`config.mk`:
```
export PLATFORM = sky130hd
export DESIGN_NAME = serial_add_ctrl
export DESIGN_NICKNAME = d
export VERILOG_FILES = /design/src/rtl/serial_add_ctrl.sv
export SDC_FILE = /design/constraint.sdc
export NUM_CORES = 1
export LEC_CHECK = 0
export CORE_ASPECT_RATIO = 1.1
export CORE_MARGIN = 4
export CORE_UTILIZATION = 50
export DETAILED_ROUTE_END_ITERATION = 6
export PLACE_DENSITY = 0.76
export SLEW_MARGIN = 20
export SYNTH_ARGS = -nofsm -noshare
export SYNTH_HDL_FRONTEND = slang
export SYNTH_SLANG_ARGS = --single-unit
```
`constraint.sdc`:
```
create_clock -name clk -period 1.9 [get_ports clk]
set_clock_uncertainty 0.1 [all_clocks]
set_input_delay 0.38 -clock clk [delete_from_list [all_inputs] [get_ports clk]]
set_output_delay 0.38 -clock clk [all_outputs]
set_load 0.05 [all_outputs]
```
`src/rtl/serial_add_ctrl.sv`:
```
// -----------------------------------------------------------------------------
// serial_add_ctrl
//
// Bit-serial adder sequencer. A single 1-bit full adder (two half adders and an
// OR for the carry) is reused over WIDTH clock cycles to add two WIDTH-bit
// operands, LSB first. The block owns the operand shift registers, the carry
// flip-flop, the bit counter and the start/done handshake.
//
// Optional feature (compile-time macro SERIAL_ADD_SUB_EN):
//   Adds input 'sub'. When sub=1 at start, B is inverted at latch time and the
//   carry flip-flop is loaded with 1, so the result is a - b (cout=1: no borrow).
//
// Parameters:
//   WIDTH  operand/result width, 2..32 (default 8)
//   CNT_W  bit counter width, derived from WIDTH
//
// Ports:
//   clk    in   system clock, rising edge
//   rst_n  in   asynchronous active-low reset
//   sub    in   subtract select (only with SERIAL_ADD_SUB_EN)
//   start  in   request an operation, sampled only in IDLE
//   abort  in   synchronous cancel of an operation in RUN
//   a, b   in   operands, latched when start is accepted
//   cin    in   carry-in, latched when start is accepted
//   busy   out  high while in RUN
//   done   out  one-cycle pulse, result valid
//   sum    out  result, held until the next accepted start or an abort
//   cout   out  carry out of the MSB
//   ovf    out  signed overflow (carry into MSB XOR carry out of MSB)
// -----------------------------------------------------------------------------
module serial_add_ctrl #(
  parameter int WIDTH = 8
) (
  input  logic             clk,
  input  logic             rst_n,
`ifdef SERIAL_ADD_SUB_EN
  input  logic             sub,
`endif
  input  logic             start,
  input  logic             abort,
  input  logic [WIDTH-1:0] a,
  input  logic [WIDTH-1:0] b,
  input  logic             cin,
  output logic             busy,
  output logic             done,
  output logic [WIDTH-1:0] sum,
  output logic             cout,
  output logic             ovf
);

  localparam int CNT_W = $clog2(WIDTH) + 1;
  localparam logic [CNT_W-1:0] LAST_BIT = CNT_W'(WIDTH - 1);

  typedef enum logic [1:0] {
    S_IDLE,
    S_RUN,
    S_DONE
  } state_e;

  state_e             state_q, state_d;
  logic [WIDTH-1:0]   opa_q, opa_d;
  logic [WIDTH-1:0]   opb_q, opb_d;
  logic [WIDTH-1:0]   sum_q, sum_d;
  logic [CNT_W-1:0]   cnt_q, cnt_d;
  logic               carry_q, carry_d;
  logic               cout_q, cout_d;
  logic               ovf_q, ovf_d;
  logic               busy_q, busy_d;
  logic               done_q, done_d;

  // Operand B and carry-in as they are loaded at start
  logic [WIDTH-1:0]   b_load;
  logic               cin_load;

`ifdef SERIAL_ADD_SUB_EN
  // a - b = a + ~b + 1
  always_comb begin
    b_load   = sub ? ~b : b;
    cin_load = sub ? 1'b1 : cin;
  end
`else
  always_comb begin
    b_load   = b;
    cin_load = cin;
  end
`endif

  // Shared 1-bit adder cell: two half adders and an OR for the carry
  logic ha1_s, ha1_c, ha2_s, ha2_c, fa_s, fa_c;

  always_comb begin
    ha1_s = opa_q[0] ^ opb_q[0];
    ha1_c = opa_q[0] & opb_q[0];
    ha2_s = ha1_s ^ carry_q;
    ha2_c = ha1_s & carry_q;
    fa_s  = ha2_s;
    fa_c  = ha1_c | ha2_c;
  end

  // Next-state and datapath logic
  always_comb begin
    state_d = state_q;
    opa_d   = opa_q;
    opb_d   = opb_q;
    sum_d   = sum_q;
    cnt_d   = cnt_q;
    carry_d = carry_q;
    cout_d  = cout_q;
    ovf_d   = ovf_q;

    case (state_q)
      S_IDLE: begin
        // start takes priority over abort here; abort has no effect in IDLE
        if (start) begin
          opa_d   = a;
          opb_d   = b_load;
          carry_d = cin_load;
          cnt_d   = '0;
          sum_d   = '0;
          cout_d  = 1'b0;
          ovf_d   = 1'b0;
          state_d = S_RUN;
        end
      end

      S_RUN: begin
        if (abort) begin
          sum_d   = '0;
          cout_d  = 1'b0;
          ovf_d   = 1'b0;
          cnt_d   = '0;
          state_d = S_IDLE;
        end else begin
          opa_d   = opa_q >> 1;
          opb_d   = opb_q >> 1;
          // Result bits enter at the MSB so the LSB lands in bit 0 after WIDTH shifts
          sum_d   = {fa_s, sum_q[WIDTH-1:1]};
          carry_d = fa_c;
          cnt_d   = cnt_q + CNT_W'(1);
          if (cnt_q == LAST_BIT) begin
            // carry_q is the carry into the MSB on this last bit
            cout_d  = fa_c;
            ovf_d   = carry_q ^ fa_c;
            state_d = S_DONE;
          end
        end
      end

      S_DONE: begin
        state_d = S_IDLE;
      end

      default: begin
        state_d = S_IDLE;
      end
    endcase

    // Status outputs are registered copies of the next state
    busy_d = (state_d == S_RUN);
    done_d = (state_d == S_DONE);
  end

  always_ff @(posedge clk or negedge rst_n) begin
    if (!rst_n) begin
      state_q <= S_IDLE;
      opa_q   <= '0;
      opb_q   <= '0;
      sum_q   <= '0;
      cnt_q   <= '0;
      carry_q <= 1'b0;
      cout_q  <= 1'b0;
      ovf_q   <= 1'b0;
      busy_q  <= 1'b0;
      done_q  <= 1'b0;
    end else begin
      state_q <= state_d;
      opa_q   <= opa_d;
      opb_q   <= opb_d;
      sum_q   <= sum_d;
      cnt_q   <= cnt_d;
      carry_q <= carry_d;
      cout_q  <= cout_d;
      ovf_q   <= ovf_d;
      busy_q  <= busy_d;
      done_q  <= done_d;
    end
  end

  assign busy = busy_q;
  assign done = done_q;
  assign sum  = sum_q;
  assign cout = cout_q;
  assign ovf  = ovf_q;

endmodule

```
==> impl_results.rst <==
Synthesis and place-and-route
=============================

.. list-table::
   :header-rows: 1

   * - Metric
     - Value
   * - Setup repair after global routing missed its margin
     - false
   * - Class of the most critical setup path
     - register to register
   * - Switching Fraction
     - 28.6%
   * - Setup crit start kind
     - register
   * - Max_cap viols
     - 0
   * - Launch point of the worst reg-to-reg path
     - state_q[0]$_DFF_PN0_
   * - Share of the core filled by cells before placement
     - 53.1%
   * - Yosys top cell area share
     - 53.2%
   * - Yosys stat cell total
     - 119
   * - Gate power share
     - 30.1%
   * - Die W
     - 62.7 um
   * - Global Route met2 Usage
     - 28.1%
   * - R2R depth
     - 4
   * - Number of nets with antenna violations after detailed routing
     - 0
   * - GRT Total Usage
     - 16.2%
   * - Biggest consumer
     - registers
   * - Most common logic cells in the final layout
     - sky130_fd_sc_hd__dfrtp_1, sky130_fd_sc_hd__buf_4, sky130_fd_sc_hd__clkdlybuf4s50_1
   * - HP Class
     - input port to asynchronous set/reset pin
   * - Internal Pwr Total
     - 1650 uW
   * - Number of global-route vias before repair
     - 1157
   * - Outcome
     - finished clean
   * - Top fanout value on the critical path
     - 10
   * - Count of buffers from port buffering
     - 32
   * - Post-DP HPWL
     - 2170 um
   * - Post-Syn Area
     - 1650 sq um
   * - Wire length of the first global-routing pass
     - 5220 um
   * - Post-route clock period utilization
     - 91.5%
   * - Antenna diode count
     - 0
   * - Part of the Yosys area used for sequential elements
     - 53.2%
   * - Buffers inserted by post-CTS timing repair
     - 0
   * - Detailed-route via count
     - 1091
   * - Boundary pin count
     - 33
   * - Detailed Route Iter0 Violations
     - 23
   * - Overall die height
     - 68.2 um
   * - Destination of the critical timing path
     - opb_q[6]$_DFFE_PN0P_
   * - Final wirelength
     - 2990 um
   * - Core ar.
     - 3100 sq um
   * - Filler cell count
     - 241
   * - Count of nets after finishing
     - 186
   * - Clock net power
     - 556 uW
   * - Remaining routing DRC violations
     - 0
   * - Proportion of power drawn by the clock network
     - 24.1%
   * - Worst reg2reg setup slack
     - 0.16 ns
   * - Actual transition at the worst max-transition pin
     - 0.426 ns
   * - Largest area contributor in the netlist
     - sky130_fd_sc_hd__dfrtp_1
   * - Yosys warning total
     - 0
   * - Worst Path Arrival
     - 1.86 ns
   * - Peak clock frequency supported by timing
     - 575 MHz
   * - Die area
     - 4280 sq um
   * - Number of distinct standard cells referenced by the synthesized netlist
     - 29
   * - Most used standard cell by instance count after synthesis
     - sky130_fd_sc_hd__dfrtp_1
   * - Cell resize tally after clock tree synthesis
     - 0
   * - Syn avg cell area
     - 13.8 sq um
   * - Synth area leaders
     - sky130_fd_sc_hd__dfrtp_1, sky130_fd_sc_hd__mux2_2, sky130_fd_sc_hd__mux2_4
   * - Met3 track demand over resource
     - 5.09%
   * - Area of the synthesized netlist per yosys stat
     - 1650 sq um
   * - LEAKAGE
     - 0.000984 uW
   * - Stage-log warning count
     - 26
   * - Fraction of registers with async set/reset
     - 100%
   * - Switching Power
     - 662 uW
   * - Critical Path Source
     - state_q[0]$_DFF_PN0_
   * - Net Count, Synth
     - 142
   * - CTS tree
     - yes
   * - Hold-fix buffers at CTS
     - 0
   * - Relative slew slack
     - 71.6%
   * - Setup crit end kind
     - register
   * - Post-layout min period
     - 1.74 ns
   * - Vias/cell
     - 5.51
   * - Root Driver
     - sky130_fd_sc_hd__clkbuf_4
   * - Synth cell count leaders
     - sky130_fd_sc_hd__dfrtp_1, sky130_fd_sc_hd__mux2_2, sky130_fd_sc_hd__a22o_1, sky130_fd_sc_hd__mux2_4, sky130_fd_sc_hd__a21oi_1
   * - Most frequently placed logic cell in the final layout
     - sky130_fd_sc_hd__dfrtp_1
   * - Post-Route Setup TNS
     - 0 ns
   * - Antenna violations before repair
     - 0
   * - Site row count
     - 21
   * - Deepest clock path buffer count
     - 2
   * - Top FF cell, synth
     - sky130_fd_sc_hd__dfrtp_1
   * - Crit path DRT
     - 2.02 ns
   * - Reg-to-reg endpoint
     - opb_q[6]$_DFFE_PN0P_
   * - TritonCTS buffer count
     - 5
   * - Number of detailed-route iterations in the first pass
     - 4
   * - Post-synthesis to final-layout area growth
     - 28.6%
   * - Pin count of the biggest net entering global routing
     - 36
   * - Synthesized netlist cell count
     - 119
   * - Insertion delay of the later-clocked pin in the worst-skew pair
     - 0.34 ns
   * - Final core occ
     - 68.3%
   * - Slew Limit Fails
     - 0
[critical path, cell delays in order (launching register included)]
cell                      delay [ns]
sky130_fd_sc_hd__dfrtp_1        0.48
sky130_fd_sc_hd__nor2b_1        0.21
sky130_fd_sc_hd__buf_4          0.25
sky130_fd_sc_hd__mux2_4         0.32
sky130_fd_sc_hd__mux2_2         0.26
[routing by layer]
metal  wire length [um]  vias up
met5                  0        -
met4                 61        0
met3                171        4
met2               1500       36
met1               1260      533
li1                   -      518
[through the flow]
| step | hold WS (ns) | power (uW) | worst slack (ns) | area (sq um) | cells |
|---|---|---|---|---|---|
| after CTS | 0.342 | 2350 | 0.157 | 2120 | 198 |
| after global placement | 0.378 | 1750 | 0.0420 | 2030 | 190 |
| final | 0.336 | 2310 | 0.162 | 2120 | 198 |
| after floorplan | -0.0156 | 1560 | 0.261 | 1650 | 119 |
| after global routing | 0.379 | 2460 | 0.0713 | 2120 | 198 |
| after detailed placement | 0.392 | 1780 | 0.00339 | 2030 | 190 |
[state kept, by name, summed over array words and instances (netlist names)]
name / count
busy: 1
carry_q: 1
cnt_q: 4
cout: 1
done: 1
opa_q: 8
opb_q: 8
ovf: 1
state_q: 2
sum: 8
[cell families after synthesis]
logic type | after synthesis | synth area share [%]
buf+inv | 7 | 2.89
mux | 31 | 23.4
flops | 35 | 53.2
fa+ha+maj | 2 | 1.98
compound gates | 24 | 11.3
xor+xnor | 2 | 1.06
simple gates | 18 | 6.15
[layout make-up]
cell class                      instances  area, sq um  area share, %
Timing Repair Buffer                   43          385           18.2
Clock inverter                          2         35.0           1.65
Tap cell                               34         42.5           2.01
Clock buffer                            6         51.3           2.42
Inverter                                1         3.75          0.177
Sequential cell                        35          876           41.4
Multi-Input combinational cell         77          723           34.2
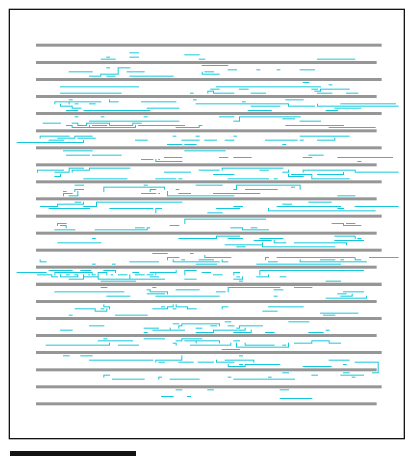
(images/m1.png)
Scale bar: 20 um. Supply wires on this layer in gray.
nets with wire on the layer: 168
share of all routed wire: 42%
main direction: horizontal

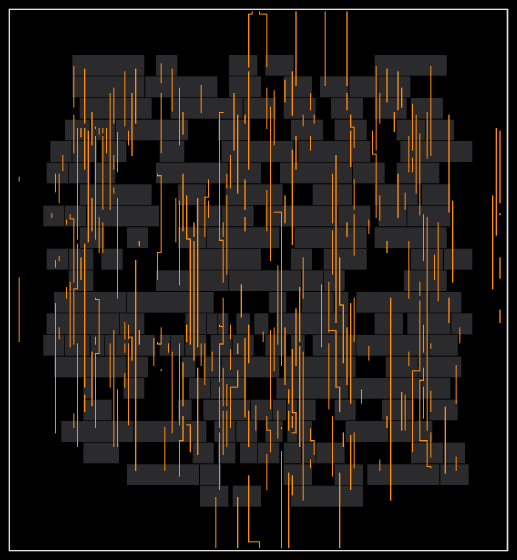
(images/m2.png)
main direction: vertical
wire length on this layer: 1500 um
longest straight run: 26.9 um

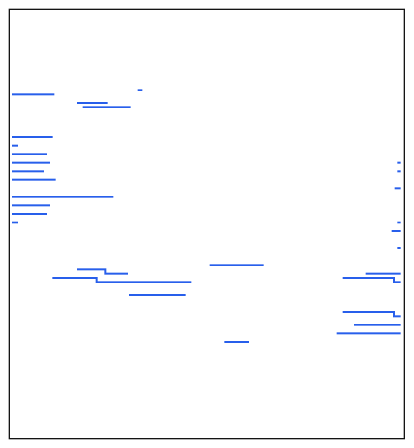
(images/m3.png)
wire length on this layer: 172 um
share of all routed wire: 5.7%
nets with wire on the layer: 27
longest straight run: 15.9 um
main direction: horizontal

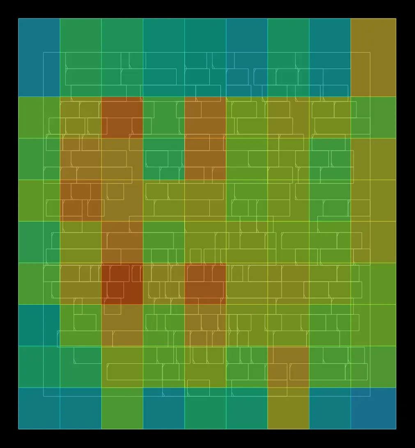
(images/congestion_map.png)
Avg WL per Cell: 15.1 um
most utilized layer in the global route result: met2

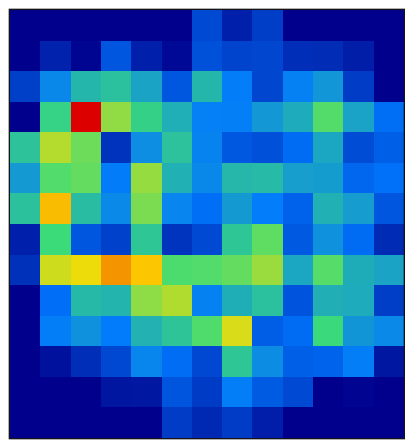
(images/route_heat.png)
The die is cut into 13 by 14 equal tiles; dark blue is low, red is high, scaled to the fullest tile. Values are wire area over tile area, all layers added.
nearly empty tiles: 19%
mean over tiles: 0.11
emptiest ninth of the die: bottom left
tiles over half the peak: 13%
fullest tile: 0.44

Power and IR drop assume default switching activity.
